## src/rtl/adder_6_popcount.sv

```systemverilog
// adder_6_popcount: combinational count of set bits in a WIDTH-bit vector
module adder_6_popcount #(
  parameter int WIDTH = 7
) (
  input  logic [WIDTH-1:0]             vec,
  output logic [$clog2(WIDTH+1)-1:0]   count
);
  localparam int CW = $clog2(WIDTH + 1);
  always_comb begin
    count = '0;
    for (int i = 0; i < WIDTH; i++) count = count + CW'(vec[i]);
  end
endmodule

```

## config.mk

```make
export PLATFORM = sky130hd
export DESIGN_NAME = adder_6_popcount
export DESIGN_NICKNAME = d
export VERILOG_FILES = /design/src/rtl/adder_6_popcount.sv
export SDC_FILE = /design/constraint.sdc
export NUM_CORES = 1
export LEC_CHECK = 0
export CAP_MARGIN = 20
export CORE_AREA = 5 5 42 44
export DETAILED_ROUTE_END_ITERATION = 12
export DIE_AREA = 0 0 47 49
export GPL_TIMING_DRIVEN = 1
export PLACE_DENSITY_LB_ADDON = 0.05
export SYNTH_ARGS = -nofsm -noshare
export SYNTH_HDL_FRONTEND = slang
export SYNTH_SLANG_ARGS = --single-unit
```

## constraint.sdc

```tcl
create_clock -name vclk -period 6.93
set_clock_uncertainty 0.15 [all_clocks]
set_input_delay 0.693 -clock vclk [all_inputs]
set_output_delay 0.693 -clock vclk [all_outputs]
set_load 0.005 [all_outputs]
```

Figure 1. The metal 1 layer (run 1).
(8 px per µm) Supply wires on this layer in gray.
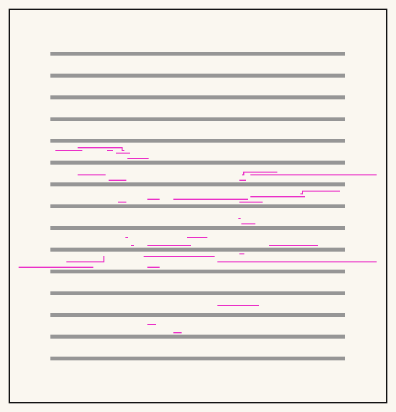
longest straight run: 19.8 µm
wire length on this layer: 134 µm
main direction: horizontal
nets with wire on the layer: 28
share of all routed wire: 54%

Figure 2. Wiring by layer (run 1).
(8 px per µm) Two of the layers only.
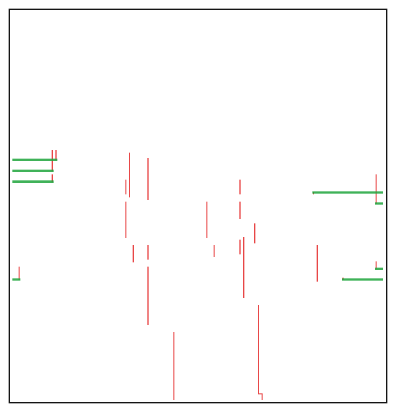
| layer | color | wire length |
|---|---|---|
| met3 | green | 30.4 µm |
| met2 | red | 84.4 µm |

==> results.py, run 1 <==
# Auto-generated metrics
metrics = {
    "sta": {
        "finalSetupViolations": 0,
        "period_minus_slack_ns": 4.42,
    },
    "worst_setup_path": {
        "crit_buf_inv": 4,
        "crit_chain": "clkdlybuf4s50_1, inv_1, fa_1, fa_1, inv_1, fa_1, fa_1, clkdlybuf4s50_1",
        "critPathTopFamily": "adder cells",
        "worst_ep_required_time_ns": 6.09,
        "cpMaxStageDelayCell": "fa_1",
    },
    "logic_synthesis": {
        "muxShareOfSynthArea_pct": 0,
        "synth_area_um2": 110,
        "ys_cells": 12,
        "aoi_share_pct": 0,
        "top_cell_area_share_pct": 72.7,
        "top_area_cell": "fa_1",
        "synth_cell_types": 2,
        "top_cell": "inv_1",
        "floorplan.nets": 23,
        "adder_share_pct": 72.7,
    },
    "finish": {
        "comb_area_share_pct": 34.8,
        "flops": 0,
        "fin_area_um2": 230,
        "mi_logic_area_um2": 80.1,
        "areaGrowthSynthToFinish_pct": 109,
        "drive_gt1_share_pct": 0,
        "layout.nets": 35,
        "n_fill_cell": 165,
    },
    "die": {
        "fp.dieH_um": 49,
        "core_mm2": 0.00140,
    },
    "outcome": {
        "status": "finished, final reports clean",
    },
    "global_route": {
        "grt_first_pass_wirelength_um": 469,
        "grt_usage_pct": 2.54,
        "grt_util_met3_pct": 0,
        "use_met2_pct": 2.94,
        "gr-total-overflow": 0,
    },
    "power_and_ir_drop": {
        "leakage_nw": 0.111,
        "combPwrFrac_pct": 100.0,
    },
    "detailed_routing": {
        "vias": 96,
        "routed_wl_um": 248,
        "dr_wl_met2_um": 84,
    },
    "clock_network": {
        "cts_hold_buffers": 0,
    },
    "place": {
        "placed_area_um2": 230,
        "pre_cts_slack_ns": 2.48,
    },
    "min_path": {
        "hold_class": "input pin to output port",
        "whs_endpoint": "count[0]",
    },
}
Figure 3. Gate-type map (run 1).
(10 px per µm)
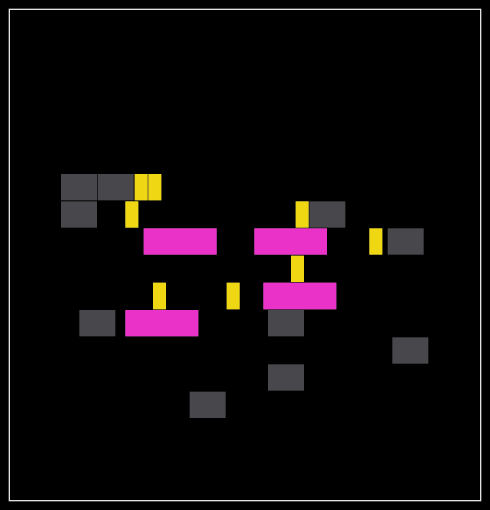
| family | color | cells | most used |
|---|---|---|---|
| inverters | yellow | 8 | inv_1 |
| adder and majority cells | magenta | 4 | fa_1 |

Figure 4. Zoomed window (run 1).
Region (8, 19) to (38, 49) µm. Cells in gray, sequential cells in the stronger gray; small squares are vias.
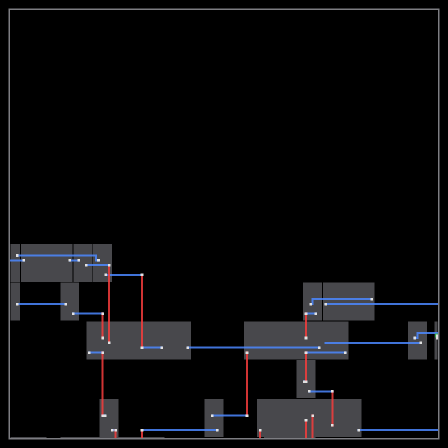
| layer | color |
|---|---|
| met1 | blue |
| met3 | green |
| met2 | red |
sequential cells in the window: 0
most frequent: inv_1 (8), fa_1 (3), clkdlybuf4s50_1 (2)
cells with their middle in the window: 13

==> inputs of run 2 (changes only) <==
clock period = 4 ns   (was 6.93 ns; I/O delays follow)
Figure 5. The metal 1 layer (run 2).
(8 px per µm) Supply wires on this layer in gray.
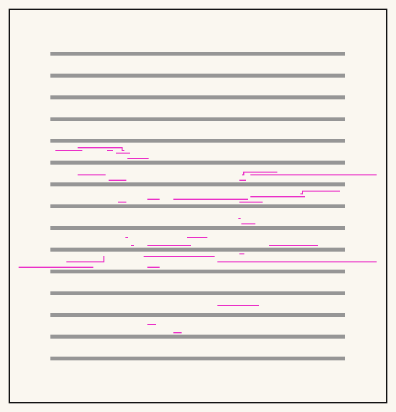
longest straight run: 19.8 µm
main direction: horizontal

==> run 2 against run 1 <==
- core utilization did not move
- worst setup slack got worse by 2.3 ns
- synthesized cell count unchanged
- area after synthesis stayed put
==> results.py, run 2 <==
# Auto-generated metrics
metrics = {
    "global_route": {
        "gr-total-overflow": 0,
        "grt_util_met3_pct": 0,
        "grt_first_pass_wirelength_um": 469,
        "grt_usage_pct": 2.54,
    },
    "min_path": {
        "hold_class": "input pin to output port",
    },
    "worst_setup_path": {
        "critPathTopFamily": "adder cells",
        "crit_buf_inv": 4,
        "cpMaxStageDelayCell": "fa_1",
        "worst_ep_required_time_ns": 3.45,
    },
    "finish": {
        "areaGrowthSynthToFinish_pct": 109,
        "layout.nets": 35,
        "mi_logic_area_um2": 80.1,
    },
    "logic_synthesis": {
        "synth_area_um2": 110,
        "top_cell": "inv_1",
        "floorplan.nets": 23,
        "muxShareOfSynthArea_pct": 0,
        "top_area_cell": "fa_1",
    },
    "detailed_routing": {
        "routed_wl_um": 248,
        "vias": 96,
    },
    "die": {
        "fp.dieH_um": 49,
    },
    "power_and_ir_drop": {
        "combPwrFrac_pct": 100.0,
        "leakage_nw": 0.111,
    },
    "outcome": {
        "status": "finished, final reports clean",
    },
    "place": {
        "placed_area_um2": 230,
    },
    "sta": {
        "period_minus_slack_ns": 3.84,
    },
}
Figure 6. Wiring by layer (run 2).
(8 px per µm) Two of the layers only.
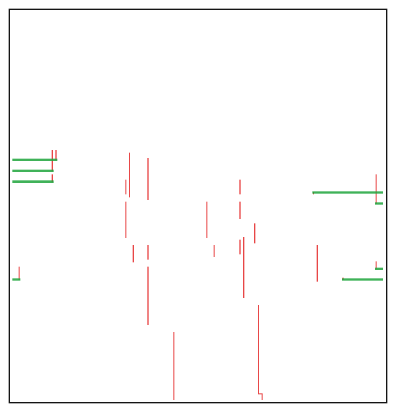

==> inputs of run 3 (changes only) <==
SETUP_SLACK_MARGIN = 0.5   (was unset)
Figure 7. Wiring by layer (run 3).
(8 px per µm) Two of the layers only.
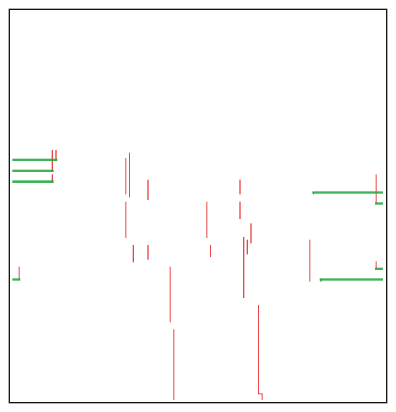
| layer | color | wire length |
|---|---|---|
| met2 | red | 85.1 µm |
| met3 | green | 33.1 µm |
WL/cell: 6.61 µm
GRT Total Usage: 2.54%

==> run 3 against run 2 <==
- final cell count did not move
- via count did not move
- final area did not move
- area after synthesis did not move
- non-clock buffer count did not move
- count of clock-buffer cells in the layout did not move
- largest power group unchanged
==> results.py, run 3 <==
# Auto-generated metrics
metrics = {
    "detailed_routing": {
        "vias": 96,
        "wl_met3_um": 33,
        "dr_wl_met2_um": 85,
        "routed_wl_um": 251,
    },
    "finish": {
        "flops": 0,
        "stdcell_count": 38,
        "nonClkBufAreaFrac_pct": 42.4,
        "layout.nets": 35,
        "comb_area_share_pct": 35.9,
        "mi_logic_area_um2": 82.6,
        "drive_gt1_share_pct": 9.09,
        "n_fill_cell": 165,
        "fin_area_um2": 230,
        "areaGrowthSynthToFinish_pct": 109,
    },
    "logic_synthesis": {
        "top_cell_area_share_pct": 72.7,
        "top_area_cell": "fa_1",
        "adder_share_pct": 72.7,
        "muxShareOfSynthArea_pct": 0,
        "aoi_share_pct": 0,
        "synth_area_um2": 110,
        "synth_cell_types": 2,
        "yosys.stat.seqShare_pct": 0,
        "floorplan.nets": 23,
        "ys_cells": 12,
        "top_cell": "inv_1",
    },
    "global_route": {
        "grt_util_met3_pct": 0,
        "gr-total-overflow": 0,
        "grt_max_degree": 2,
        "use_met2_pct": 2.94,
        "grt_first_pass_wirelength_um": 469,
        "grt_busiest_layer": "met1",
    },
    "power_and_ir_drop": {
        "combPwrFrac_pct": 100.0,
        "leakage_nw": 0.120,
        "pwr-share-clk_pct": 0,
    },
    "sta": {
        "finalSetupViolations": 0,
        "period_minus_slack_ns": 3.41,
    },
    "clock_network": {
        "cts_hold_buffers": 0,
    },
    "min_path": {
        "whs_endpoint": "count[0]",
        "hold_class": "input pin to output port",
    },
    "worst_setup_path": {
        "crit_buf_inv": 4,
        "cpMaxStageDelayCell": "fa_1",
        "worst_ep_required_time_ns": 3.45,
        "critPathTopFamily": "adder cells",
        "crit_chain": "clkdlybuf4s50_1, inv_1, fa_1, fa_1, inv_1, fa_2, fa_1, clkbuf_2",
    },
    "place": {
        "placed_area_um2": 230,
        "pre_cts_slack_ns": 0.134,
    },
    "outcome": {
        "status": "finished, final reports clean",
    },
    "die": {
        "fp.dieH_um": 49,
        "core_mm2": 0.00140,
    },
}
Power is estimated from default activity; no workload was simulated.
